[src/rtl/ov7670_stream_if.sv]
// ov7670_stream_if: parallel camera video bus (OV7670-style output).
//   pclk  - pixel clock
//   vsync - frame sync, active high
//   href  - line valid, high while active bytes are on d
//   d     - pixel byte, stable around each pclk rise
// master modport: the video source; slave modport: the capture side.
interface ov7670_stream_if;
    logic       pclk;
    logic       vsync;
    logic       href;
    logic [7:0] d;

    modport master (output pclk, output vsync, output href, output d);
    modport slave  (input  pclk, input  vsync, input  href, input  d);
endinterface

[src/rtl/ov7670_stream_gen.sv]
// ov7670_stream_gen: emulates the OV7670 parallel video output from the system clock.
// Produces color-bar or ramp frames in RGB565 or YUV422 with the sensor's byte order.
// Ports:
//   clk, rst    - system clock, synchronous active-high reset
//   en          - free-run frames (sampled at frame start only)
//   rgbmode     - 1: RGB565, 0: YUV422 (latched at frame start)
//   pattern     - 0: 8 color bars, 1: ramp (latched at frame start)
//   vid         - video bus (pclk/vsync/href/d), master side
//   frame_done  - 1-clk pulse when the vertical front porch of a frame ends
//   busy        - high whenever the generator is not idle
module ov7670_stream_gen #(
    parameter int unsigned c_img_cols    = 320,
    parameter int unsigned c_img_rows    = 240,
    parameter int unsigned c_pclk_div    = 2,
    parameter int unsigned c_hblank      = 144,
    parameter int unsigned c_vsync_lines = 3,
    parameter int unsigned c_vbp         = 17,
    parameter int unsigned c_vfp         = 10
) (
    input  logic                   clk,
    input  logic                   rst,
    input  logic                   en,
    input  logic                   rgbmode,
    input  logic                   pattern,
    ov7670_stream_if.master        vid,
    output logic                   frame_done,
    output logic                   busy
);

    localparam int unsigned LINE_LEN  = 2 * c_img_cols + c_hblank;
    localparam int unsigned ACT_BYTES = 2 * c_img_cols;
    localparam int unsigned HW        = (LINE_LEN > 1) ? $clog2(LINE_LEN) : 1;
    localparam int unsigned MAX_AB    = (c_vsync_lines > c_vbp) ? c_vsync_lines : c_vbp;
    localparam int unsigned MAX_CD    = (c_img_rows > c_vfp) ? c_img_rows : c_vfp;
    localparam int unsigned MAX_L     = (MAX_AB > MAX_CD) ? MAX_AB : MAX_CD;
    localparam int unsigned LW        = (MAX_L > 1) ? $clog2(MAX_L) : 1;
    localparam int unsigned DW        = (c_pclk_div > 1) ? $clog2(c_pclk_div) : 1;
    localparam int unsigned BAR_W     = c_img_cols / 8;
    localparam int unsigned BW        = (BAR_W > 1) ? $clog2(BAR_W) : 1;

    typedef enum logic [2:0] {
        S_IDLE,
        S_VSYNC,
        S_VBP,
        S_ACTIVE,
        S_VFP
    } state_t;

    state_t          state;
    logic [DW-1:0]   div_cnt;
    logic [HW-1:0]   hcnt;
    logic [LW-1:0]   lcnt;
    logic [2:0]      bar_idx;
    logic [BW-1:0]   bar_cnt;
    logic [7:0]      frame_cnt;
    logic            rgb_l;
    logic            pat_l;
    logic            pclk_q;
    logic            vsync_q;
    logic            href_q;
    logic [7:0]      d_q;

    logic            tick_c;
    logic            fall_tick_c;
    state_t          nxt_state_c;
    logic [HW-1:0]   nxt_hcnt_c;
    logic [LW-1:0]   nxt_lcnt_c;
    logic [2:0]      nxt_bar_idx_c;
    logic [BW-1:0]   nxt_bar_cnt_c;
    logic            load_c;
    logic            done_c;
    logic            href_c;
    logic [7:0]      byte_c;
    int unsigned     lines_c;
    logic [7:0]      col_c;
    logic [7:0]      row_c;
    logic [15:0]     rgb_val_c;
    logic [7:0]      luma_c;

    assign vid.pclk  = pclk_q;
    assign vid.vsync = vsync_q;
    assign vid.href  = href_q;
    assign vid.d     = d_q;

    // Color-bar RGB565 value for bar index 0..7
    function automatic logic [15:0] bar_rgb(input logic [2:0] idx);
        case (idx)
            3'd0:    return 16'hFFFF;
            3'd1:    return 16'hFFE0;
            3'd2:    return 16'h07FF;
            3'd3:    return 16'h07E0;
            3'd4:    return 16'hF81F;
            3'd5:    return 16'hF800;
            3'd6:    return 16'h001F;
            default: return 16'h0000;
        endcase
    endfunction

    // Color-bar luma for bar index 0..7
    function automatic logic [7:0] bar_luma(input logic [2:0] idx);
        case (idx)
            3'd0:    return 8'd235;
            3'd1:    return 8'd210;
            3'd2:    return 8'd170;
            3'd3:    return 8'd145;
            3'd4:    return 8'd106;
            3'd5:    return 8'd81;
            3'd6:    return 8'd41;
            default: return 8'd16;
        endcase
    endfunction

    assign tick_c      = (div_cnt == DW'(c_pclk_div - 1));
    assign fall_tick_c = tick_c & pclk_q;

    // Next position in the frame; outputs are registered from this position so that
    // vsync/href/d always agree with the state/counters they were produced from.
    always_comb begin
        nxt_state_c = state;
        nxt_hcnt_c  = hcnt;
        nxt_lcnt_c  = lcnt;
        load_c      = 1'b0;
        done_c      = 1'b0;
        case (state)
            S_VSYNC:  lines_c = c_vsync_lines;
            S_VBP:    lines_c = c_vbp;
            S_ACTIVE: lines_c = c_img_rows;
            default:  lines_c = c_vfp;
        endcase

        if (state == S_IDLE) begin
            if (en) begin
                nxt_state_c = S_VSYNC;
                nxt_hcnt_c  = '0;
                nxt_lcnt_c  = '0;
                load_c      = 1'b1;
            end
        end else if (hcnt == HW'(LINE_LEN - 1)) begin
            nxt_hcnt_c = '0;
            nxt_lcnt_c = lcnt + LW'(1);
            if (lcnt == LW'(lines_c - 1)) begin
                nxt_lcnt_c = '0;
                case (state)
                    S_VSYNC:  nxt_state_c = S_VBP;
                    S_VBP:    nxt_state_c = S_ACTIVE;
                    S_ACTIVE: nxt_state_c = S_VFP;
                    default: begin
                        done_c = 1'b1;
                        if (en) begin
                            nxt_state_c = S_VSYNC;
                            load_c      = 1'b1;
                        end else begin
                            nxt_state_c = S_IDLE;
                        end
                    end
                endcase
            end
        end else begin
            nxt_hcnt_c = hcnt + HW'(1);
        end
    end

    // Bar tracking: a bar counter that steps every BAR_W pixels replaces col/BAR_W
    always_comb begin
        nxt_bar_idx_c = bar_idx;
        nxt_bar_cnt_c = bar_cnt;
        if (nxt_hcnt_c == '0) begin
            nxt_bar_idx_c = '0;
            nxt_bar_cnt_c = '0;
        end else if (hcnt[0]) begin
            if (bar_cnt == BW'(BAR_W - 1)) begin
                nxt_bar_idx_c = bar_idx + 3'd1;
                nxt_bar_cnt_c = '0;
            end else begin
                nxt_bar_cnt_c = bar_cnt + BW'(1);
            end
        end
    end

    // Pixel byte for the next position
    always_comb begin
        col_c     = 8'(nxt_hcnt_c >> 1);
        row_c     = 8'(nxt_lcnt_c);
        rgb_val_c = pat_l ? {col_c[4:0], row_c[5:0], frame_cnt[4:0]} : bar_rgb(nxt_bar_idx_c);
        luma_c    = pat_l ? 8'(col_c + row_c) : bar_luma(nxt_bar_idx_c);
        href_c    = (nxt_state_c == S_ACTIVE) && (nxt_hcnt_c < HW'(ACT_BYTES));
        if (!href_c) begin
            byte_c = 8'h00;
        end else if (rgb_l) begin
            byte_c = nxt_hcnt_c[0] ? rgb_val_c[7:0] : rgb_val_c[15:8];
        end else begin
            // U,Y,V,Y with neutral chroma: every even byte is 0x80
            byte_c = nxt_hcnt_c[0] ? luma_c : 8'h80;
        end
    end

    // Pixel clock divider, frame FSM and registered video outputs
    always_ff @(posedge clk) begin
        if (rst) begin
            state      <= S_IDLE;
            div_cnt    <= '0;
            hcnt       <= '0;
            lcnt       <= '0;
            bar_idx    <= '0;
            bar_cnt    <= '0;
            frame_cnt  <= '0;
            rgb_l      <= 1'b0;
            pat_l      <= 1'b0;
            pclk_q     <= 1'b0;
            vsync_q    <= 1'b0;
            href_q     <= 1'b0;
            d_q        <= '0;
            frame_done <= 1'b0;
            busy       <= 1'b0;
        end else begin
            frame_done <= 1'b0;
            if (tick_c) begin
                div_cnt <= '0;
                pclk_q  <= ~pclk_q;
            end else begin
                div_cnt <= div_cnt + DW'(1);
            end

            if (fall_tick_c) begin
                state   <= nxt_state_c;
                hcnt    <= nxt_hcnt_c;
                lcnt    <= nxt_lcnt_c;
                bar_idx <= nxt_bar_idx_c;
                bar_cnt <= nxt_bar_cnt_c;
                if (load_c) begin
                    rgb_l <= rgbmode;
                    pat_l <= pattern;
                end
                if (done_c) begin
                    frame_cnt  <= frame_cnt + 8'd1;
                    frame_done <= 1'b1;
                end
                vsync_q <= (nxt_state_c == S_VSYNC);
                href_q  <= href_c;
                d_q     <= byte_c;
                busy    <= (nxt_state_c != S_IDLE);
            end
        end
    end

endmodule

[src/flat_wrapper.sv]
// flat-port wrapper written by rule: the top's interface ports become plain ports
module ov7670_stream_gen_flat 
#(
    parameter int unsigned c_img_cols    = 320,
    parameter int unsigned c_img_rows    = 240,
    parameter int unsigned c_pclk_div    = 2,
    parameter int unsigned c_hblank      = 144,
    parameter int unsigned c_vsync_lines = 3,
    parameter int unsigned c_vbp         = 17,
    parameter int unsigned c_vfp         = 10
)
  (clk, rst, en, rgbmode, pattern, frame_done, busy, vid_pclk, vid_vsync, vid_href, vid_d);
  ov7670_stream_if vid_i ();
  input  logic clk;
  input  logic rst;
  input  logic en;
  input  logic rgbmode;
  input  logic pattern;
  output logic frame_done;
  output logic busy;
  output wire logic [$bits(vid_i.pclk)-1:0] vid_pclk;
  output wire logic [$bits(vid_i.vsync)-1:0] vid_vsync;
  output wire logic [$bits(vid_i.href)-1:0] vid_href;
  output wire logic [$bits(vid_i.d)-1:0] vid_d;
  assign vid_pclk = vid_i.pclk;
  assign vid_vsync = vid_i.vsync;
  assign vid_href = vid_i.href;
  assign vid_d = vid_i.d;
  ov7670_stream_gen #(.c_img_cols(c_img_cols), .c_img_rows(c_img_rows), .c_pclk_div(c_pclk_div), .c_hblank(c_hblank), .c_vsync_lines(c_vsync_lines), .c_vbp(c_vbp), .c_vfp(c_vfp)) u_core (.clk(clk), .rst(rst), .en(en), .rgbmode(rgbmode), .pattern(pattern), .vid(vid_i), .frame_done(frame_done), .busy(busy));
endmodule
[config.mk]
export PLATFORM = sky130hd
export DESIGN_NAME = ov7670_stream_gen_flat
export DESIGN_NICKNAME = d
export VERILOG_FILES = /design/src/rtl/ov7670_stream_if.sv /design/src/rtl/ov7670_stream_gen.sv /design/src/flat_wrapper.sv
export SDC_FILE = /design/constraint.sdc
export NUM_CORES = 1
export LEC_CHECK = 0
export CORE_MARGIN = 8
export CORE_UTILIZATION = 55
export CTS_CLUSTER_DIAMETER = 150
export DETAILED_ROUTE_END_ITERATION = 8
export GPL_TIMING_DRIVEN = 0
export PLACE_DENSITY = 0.77
export SKIP_LAST_GASP = 1
export SYNTH_ARGS = -nofsm -noshare
export SYNTH_HDL_FRONTEND = slang
export SYNTH_SLANG_ARGS = --single-unit
export TNS_END_PERCENT = 100
[constraint.sdc]
create_clock -name clk -period 3.55 [get_ports clk]
set_input_delay 0.5325 -clock clk [delete_from_list [all_inputs] [get_ports clk]]
set_output_delay 0.5325 -clock clk [all_outputs]
set_load 0.05 [all_outputs]
run_1/ff_map.png
Other sequential cells in the stronger gray, the rest of the logic in the fainter gray.
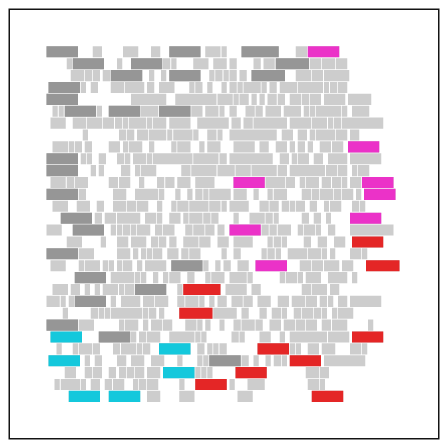
- red: `u_core.hcnt` (placed flops 10)
- cyan: `u_core.bar_cnt` (placed flops 6; where south-west)
- magenta: `u_core.lcnt` (placed flops 8; where east)
- not colored: 27

run_1/route_heat.png
Bar = 20 µm. The die is cut into 20 by 20 equal tiles; dark purple is low, yellow is high, scaled to the fullest tile. Values are wire area over tile area, all layers added.
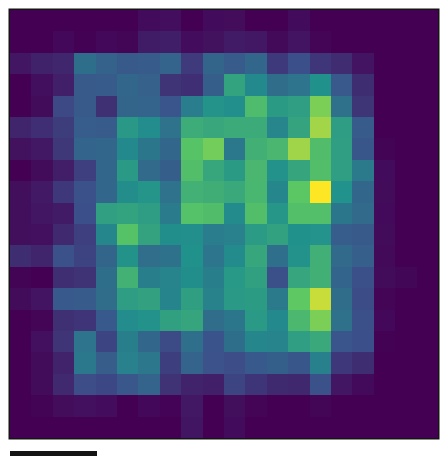
- mean over tiles: 0.22
- emptiest ninth of the die: south-east
- nearly empty tiles: 27%
- fullest tile: 0.87
- densest ninth of the die: center
- tiles over half the peak: 19%

run_1/clock_wires.png
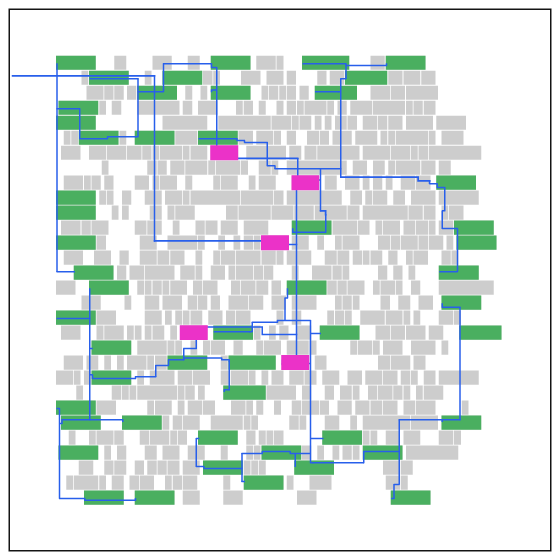
- blue: clock wires (length 697 µm)
- magenta: clock-net drivers (count 5)
- green: flip-flops (count 51)
- flops lie: widely spread
- routed clock nets: 6

==> impl_metrics.env, run 1 <==
# yosys + openroad results
export IMPL_drive_gt1_frac=0.178
export IMPL_finalSetupViolCount=7
export IMPL_cts_max_level=2
export IMPL_avgSynthCellArea_um2=7.45
export IMPL_whs_ns=0.449
export IMPL_critPathCaptureType="register"
export IMPL_timing_slew_headroom=0.526
export IMPL_post_route_util=0.687
export IMPL_synth_yosys_num_cells=496
export IMPL_run_status="finished with violations"
export IMPL_detail_route_drc_violations=0
export IMPL_final_hold_viol_count=0
export IMPL_timing_worst_slew_pin_value_ns=0.709
export IMPL_clock_sink_count=51
export IMPL_total_leakage_power_uw=0.00164
export IMPL_grt_pass1_wl_mm=19.6
export IMPL_crit_path_end="u_core.vid.d[6]"
export IMPL_chip_area_um2=9600
export IMPL_tritoncts="done"
export IMPL_cts_buffers_inserted=5
export IMPL_synthTopCellsByCount="sky130_fd_sc_hd__nand2_1 (60), sky130_fd_sc_hd__nor2_1 (59), sky130_fd_sc_hd__dfxtp_1 (51)"
export IMPL_finalWorstSetupSlack_ns=-0.172
export IMPL_violations="setup timing"
export IMPL_crit_slowest_cell="sky130_fd_sc_hd__or3_1"
export IMPL_worstSkewPairLatency_ns=0.31
export IMPL_ys_flop_type="sky130_fd_sc_hd__dfxtp_1"
export IMPL_synth_chip_area_um2=3700
export IMPL_grt_ovfl_total=0
export IMPL_path_delay_family="AND-OR/OR-AND gates"
export IMPL_antenna_found_initial=0
export IMPL_die_h_um=98.0
==> run 1: cells by family (layout without fill, tap and decap cells) <==
family / Yosys count / count (layout) / synth area share
and+or+nand+nor: 215 / 215 / 0.287
AOI/OAI and AO/OA: 142 / 142 / 0.272
xor gates and xnor gates: 14 / 14 / 0.0332
DFF: 51 / 51 / 0.276
adders and majority gates: 14 / 14 / 0.0515
buffers and inverters: 50 / 93 / 0.0531
muxes: 10 / 10 / 0.0278
==> run 1: metal layers <==
| layer | vias up | global-route usage | routed length (µm) |
|---|---|---|---|
| li1 | 1911 | - | - |
| met1 | 1929 | 0.323 | 5260 |
| met2 | 227 | 0.397 | 5740 |
| met3 | 52 | 0.0377 | 910 |
| met4 | 0 | 0.128 | 527 |
| met5 | - | 0 | 0 |
==> run 1: area by class of cell <==
type / count / share of cell area
clock inverter: 1 / 0.00658
buffer: 30 / 0.0340
clock buffer: 6 / 0.0159
multi-input combinational: 395 / 0.605
inverter: 17 / 0.0140
timing repair buffer: 39 / 0.0759
tap: 80 / 0.0219
sequential: 51 / 0.226
==> run 1: placed cells by master (no fill, tap or decap), types with 7 or more instances in the layout <==
cell	Yosys	layout
sky130_fd_sc_hd__a211oi_1	12	12
sky130_fd_sc_hd__a21oi_1	33	32
sky130_fd_sc_hd__and3_1	8	7
sky130_fd_sc_hd__buf_4	1	21
sky130_fd_sc_hd__clkbuf_1	26	21
sky130_fd_sc_hd__clkdlybuf4s50_1	0	16
sky130_fd_sc_hd__dfxtp_1	51	45
sky130_fd_sc_hd__ha_1	12	9
sky130_fd_sc_hd__inv_1	16	15
sky130_fd_sc_hd__nand2_1	60	59
sky130_fd_sc_hd__nand3_1	16	15
sky130_fd_sc_hd__nor2_1	59	57
sky130_fd_sc_hd__nor3_1	16	12
sky130_fd_sc_hd__o21ai_0	19	17
sky130_fd_sc_hd__o21ai_1	8	9
sky130_fd_sc_hd__or3_1	11	10
sky130_fd_sc_hd__xnor2_1	9	8
==> run 1: sequential cells by signal, indices dropped and copies added, names as in the netlist, 3 cells and up <==
register	flops
u_core.hcnt	10
u_core.lcnt	8
u_core.vid.d	8
u_core.bar_cnt	6
u_core.frame_cnt	5
u_core.bar_idx	3
u_core.state	3
==> run 1: stage by stage <==
step	power, µW	TNS [ns]	setup WS [ns]	std cells	cell area [µm²]
finish	1260	-0.811	-0.172	619	4560
global route	1300	-1.42	-0.282	619	4560
CTS	1240	-0.0501	-0.0320	615	4440
detailed placement	809	-7.82	-1.24	592	3960
global placement	805	-7.25	-1.24	592	3960
floorplan	748	0	0.0621	496	3700
==> run 1: worst min-delay path by stage <==
stage / slack [ns] / to / start / cells after the start
after floorplan: 0.43 / u_core.div_cnt / u_core.div_cnt / 1
after global placement: 0.43 / u_core.vid.href / u_core.vid.href / 2
after detailed placement: 0.44 / u_core.vid.href / u_core.vid.href / 2
after CTS: 0.45 / u_core.vid.href / u_core.vid.href / 2
after global routing: 0.48 / u_core.vid.href / u_core.vid.href / 2
final: 0.45 / u_core.vid.href / u_core.vid.href / 2
==> run 1: report_power, final <==
part	total (µW)	switching, µW	internal, µW
Combinational	243	154	88.6
Clock	409	201	207
Sequential	607	22.1	585
==> run 2, diff against run 1 <==
SETUP_SLACK_MARGIN = 0.3   (was default)
run_2/placed.png
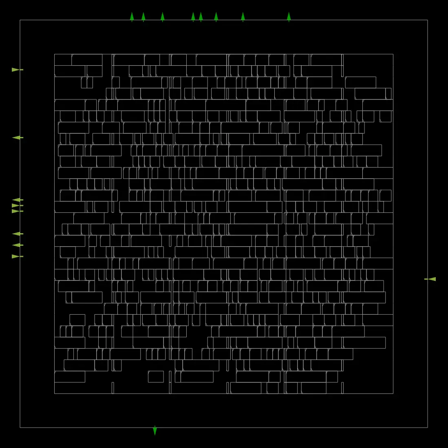
tally of non-filler cells in the final layout: 634
registers: 51
number of placement rows: 30
post-layout utilization of the core: 0.729
placeable core region: 6640 µm²

==> impl_metrics.env, run 2 <==
# yosys + openroad results
export IMPL_run_status="finished with violations"
export IMPL_violations="setup timing"
export IMPL_grt_busiest_layer="met2"
export IMPL_ys_flop_type="sky130_fd_sc_hd__dfxtp_1"
export IMPL_cts_buffers_inserted=5
export IMPL_largest_reg_flops=10
export IMPL_synth_chip_area_um2=3700
export IMPL_antenna_found_initial=0
export IMPL_p_clk_frac=0.290
export IMPL_grt_ovfl_total=0
export IMPL_synthTopCellsByCount="sky130_fd_sc_hd__nand2_1 (60), sky130_fd_sc_hd__nor2_1 (59), sky130_fd_sc_hd__dfxtp_1 (51)"
export IMPL_setup_tns_ns=-0.247
export IMPL_drive_gt1_frac=0.235
export IMPL_finalWorstSetupSlack_ns=-0.141
export IMPL_timing_worst_slew_pin_value_ns=0.748
export IMPL_detail_route_drc_violations=0
export IMPL_netSwitchingPower_uw=402
export IMPL_globalRouteMet3Util=0.0363
export IMPL_synth_yosys_num_cells=496
export IMPL_power_frac_comb=0.217
export IMPL_most_common_layout_cells="sky130_fd_sc_hd__nand2_1 (58), sky130_fd_sc_hd__nor2_1 (57), sky130_fd_sc_hd__dfxtp_1 (45)"
export IMPL_timing_slew_headroom=0.499
export IMPL_critPathCaptureType="register"
export IMPL_netSwitchingFraction=0.327
export IMPL_internal_power_uw=826
export IMPL_clock_sink_count=51
export IMPL_placement_setup_worst_slack_ns=-1.05
export IMPL_avgSynthCellArea_um2=7.45
export IMPL_final_common_cell="sky130_fd_sc_hd__nand2_1"
export IMPL_crit_slowest_cell="sky130_fd_sc_hd__or4_4"
export IMPL_die_h_um=98.0
export IMPL_tritoncts="done"
export IMPL_p_per_area_nw_per_um2=254
export IMPL_finalSetupViolCount=4
export IMPL_share_seq_of_total_power=0.493
export IMPL_path_delay_family="simple AND/OR/NAND/NOR gates"
export IMPL_grt_pass1_wl_mm=19.8
export IMPL_cts_max_level=2
export IMPL_holdCritStartpoint="u_core.vid.href"
export IMPL_met1_capacity_usage_during_global_routing=0.313
run_2/route_heat.png
Bar = 20 µm. The die is cut into 20 by 20 equal tiles; dark purple is low, yellow is high, scaled to the fullest tile. Values are wire area over tile area, all layers added.
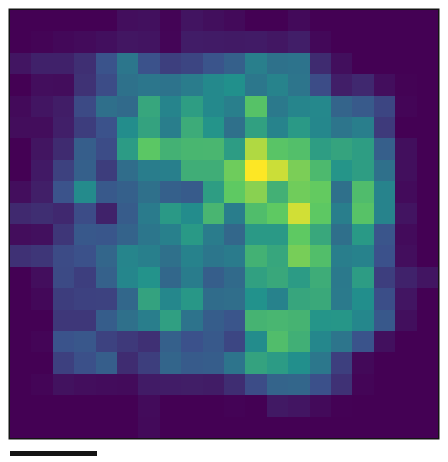
average wire per standard cell: 20.9 µm
DR vias: 4299
GRT Resource Usage Total: 0.251

-- run 2: cell count changes in the layout (fill, tap and decap cells not counted), moves of 2 or more --
| cell | previous run | this run |
|---|---|---|
| sky130_fd_sc_hd__a2111oi_1 | 2 | 0 |
| sky130_fd_sc_hd__ha_4 | 1 | 3 |
| sky130_fd_sc_hd__a2111oi_2 | 1 | 3 |
| sky130_fd_sc_hd__ha_1 | 9 | 6 |
| sky130_fd_sc_hd__inv_2 | 2 | 4 |
| sky130_fd_sc_hd__a21oi_4 | 0 | 2 |
| sky130_fd_sc_hd__buf_6 | 2 | 5 |
| sky130_fd_sc_hd__a21oi_1 | 32 | 29 |
| sky130_fd_sc_hd__inv_1 | 15 | 13 |
| sky130_fd_sc_hd__buf_4 | 21 | 36 |
-- run 2: layout make-up --
class	count	share of cell area
clock buffer	6	0.0150
clock inverter	2	0.00336
multi-input combinational	395	0.609
buffer	33	0.0398
inverter	17	0.0132
tap	80	0.0207
sequential	51	0.213
timing repair buffer	50	0.0866
-- run 2: timing repair --
item | 4_1_cts | 5_1_grt
gates resized | 56 | 60
gates cloned | 0 | 0
buffers inserted | 21 | 13
setup endpoints to repair | 13 | 8
pin swaps | 25 | 27
-- run 2: power groups by stage --
| stage | Clock, µW | Sequential, µW | Combinational (µW) |
|---|---|---|---|
| 5_1_grt | 381 | 607 | 285 |
| 3_5_place_dp | 0 | 615 | 199 |
| 2_1_floorplan | 0 | 619 | 134 |
| 6_report | 357 | 605 | 266 |
| 3_3_place_gp | 0 | 614 | 195 |
| 4_1_cts | 364 | 602 | 230 |
-- run 2: worst paths after layout --
| check | endpoint | slack, ns | cells past startpoint |
|---|---|---|---|
| hold / removal | u_core.vid.href | 0.45 | 2 |
| setup / recovery | u_core.vid.d[5] | -0.14 | 17 |
| hold reg to reg | u_core.vid.href | 0.45 | 2 |
| setup reg to reg | u_core.vid.d[5] | -0.14 | 17 |
-- run 2: kinds of logic (layout without fill, tap and decap cells) --
| kind of cell | after synthesis | after routing | share of synthesized area |
|---|---|---|---|
| multiplexers | 10 | 10 | 0.0278 |
| AND-OR/OR-AND | 142 | 142 | 0.272 |
| XOR/XNOR | 14 | 14 | 0.0332 |
| AND/OR/NAND/NOR | 215 | 215 | 0.287 |
| flip-flops | 51 | 51 | 0.276 |
| buffers and inverters | 50 | 108 | 0.0531 |
| adder cells (fa/ha/maj) | 14 | 14 | 0.0515 |
-- run 2: per-stage QoR --
step	hold WS [ns]	cell area (µm²)	instances	util
2_1_floorplan	0.433	3750	496	-
3_3_place_gp	0.432	4010	592	0.603
3_5_place_dp	0.439	4010	592	0.603
4_1_cts	0.453	4490	621	0.676
5_1_grt	0.495	4840	634	0.729
6_report	0.449	4840	634	0.729
-- run 2: routing by layer --
metal	vias up	part of all wire
met2	261	0.45
met1	2035	0.40
li1	1934	-
met4	0	0.058
met5	-	0
met3	69	0.092
==> run 3, diff against run 2 <==
CORE_MARGIN = 4   (was 8)
REMOVE_ABC_BUFFERS = 1   (was default)
run_3/ff_map.png
Other sequential cells in the stronger gray, the rest of the logic in the fainter gray.
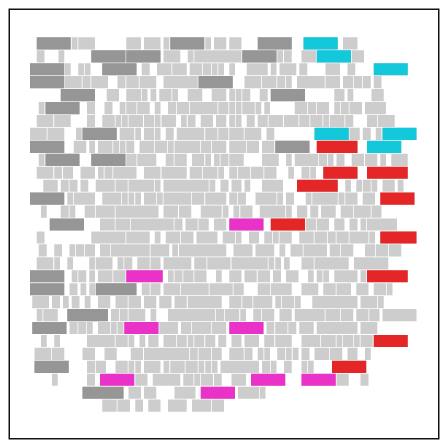
register area: 1050 µm²
Seq group: 611 µW
Seq area share: 0.218
post-layout utilization of the core: 0.751

==> impl_metrics.env, run 3 <==
# yosys + openroad results
export IMPL_worstHoldPathCells=2
export IMPL_synthTopCellsByCount="sky130_fd_sc_hd__nand2_1 (60), sky130_fd_sc_hd__nor2_1 (59), sky130_fd_sc_hd__dfxtp_1 (51)"
export IMPL_finalSetupViolCount=2
export IMPL_most_common_layout_cells="sky130_fd_sc_hd__nand2_1 (59), sky130_fd_sc_hd__nor2_1 (57), sky130_fd_sc_hd__buf_4 (57)"
export IMPL_final_hold_viol_count=0
export IMPL_holdCritStartpoint="u_core.vid.href"
export IMPL_critPathCaptureType="register"
export IMPL_grt_ovfl_total=0
export IMPL_adder_share_synth=0.0515
export IMPL_placement_rows=29
export IMPL_p_per_area_nw_per_um2=250
export IMPL_and_or_or_and_cells_area_fraction=0.271
export IMPL_crit_slowest_cell="sky130_fd_sc_hd__fa_2"
export IMPL_clock_sink_count=51
export IMPL_timing_worst_slew_pin_value_ns=0.992
export IMPL_finalWorstSetupSlack_ns=-0.0643
export IMPL_placement_setup_worst_slack_ns=-1.29
export IMPL_placeable_core_region_um2=6420
export IMPL_avgSynthCellArea_um2=7.45
export IMPL_run_status="finished with violations"
export IMPL_path_delay_family="AND-OR/OR-AND gates"
export IMPL_r2r_end="u_core.vid.d[4]"
export IMPL_violations="setup timing"
export IMPL_post_synth_mux_area_share=0.0278
export IMPL_timing_slew_headroom=0.334
export IMPL_timing_reg2reg_worst_path_depth=16
export IMPL_cts_max_level=2
export IMPL_dr_vias=4254
run_3/clock_wires.png
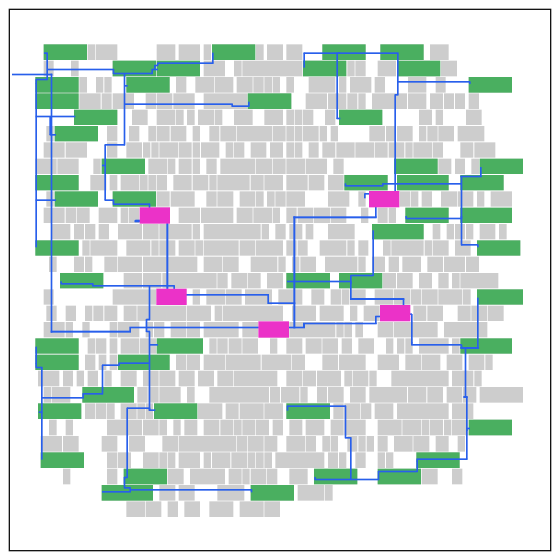
clock network power: 349 µW
clock share of power: 0.290
clock latency at the later pin of the worst-skew pair: 0.32 ns
worst setup skew after layout: 0.00787 ns

==> run 3: cell counts after synthesis <==
No cell type changed its count.
==> run 3: area by class of cell <==
class                   count  area, µm²
repair buffers             78        651
flip-flops and latches     51       1050
clock buffers               6       72.6
multi-input cells         395       2880
well taps                  77       96.3
inverters                  17       63.8
fillers                   459       1600
clock inverters             2       12.5
==> run 3: what timing repair did <==
action                                  in CTS  in global routing
resized                                     65                 34
buffers inserted                            29                 31
hold buffers                                 0                  0
pin swaps                                   25                 25
endpoints found under the setup margin      16                  9
==> run 3: kinds of logic after synthesis <==
family | after synthesis
and+or+nand+nor | 215
muxes | 10
adders and majority gates | 14
AOI/OAI and AO/OA | 142
xor gates and xnor gates | 14
buffers and inverters | 50
DFF | 51
==> run 3: worst max-delay path by stage <==
stage                                from               to  slack [ns]  cells after the start
final                     u_core.state[0]  u_core.vid.d[4]       -0.06                     16
after global routing      u_core.state[0]  u_core.vid.d[4]       -0.14                     16
after CTS                 u_core.state[1]  u_core.vid.d[4]        0.03                     16
after detailed placement               en  u_core.vid.d[0]       -1.29                     12
after global placement    u_core.state[0]  u_core.vid.d[0]       -1.95                     11
after floorplan           u_core.state[0]  u_core.vid.d[0]       -0.48                     11
==> run 3: report_power, final <==
group	switching, µW	leakage [µW]	internal [µW]
Combinational	148	0.00131	97.5
Sequential	27.8	0.000419	583
Clock	211	0.0000412	139
Total	386	0.00177	819
==> run 3: layer usage <==
metal  global-route usage  vias to the layer above  part of all wire
met1                0.353                     1994              0.39
met3               0.0484                       78             0.090
li1                     -                     1921                 -
met5                    0                        -                 0
met2                0.456                      261              0.47
met4               0.0727                        0             0.052
==> run 3: tightest hold or removal path: stages (launching register included) <==
cell and delay, ns:
sky130_fd_sc_hd__dfxtp_1 0.32, sky130_fd_sc_hd__nand2_1 0.05, sky130_fd_sc_hd__nand2_1 0.04
==> run 3: per-stage QoR <==
stage / utilization / cells / power [µW]
6_report: 0.751 / 626 / 1210
2_1_floorplan: - / 463 / 734
4_1_cts: 0.688 / 595 / 1160
3_3_place_gp: 0.596 / 557 / 790
3_5_place_dp: 0.598 / 558 / 794
5_1_grt: 0.751 / 626 / 1250
Power is estimated from default activity; no workload was simulated.
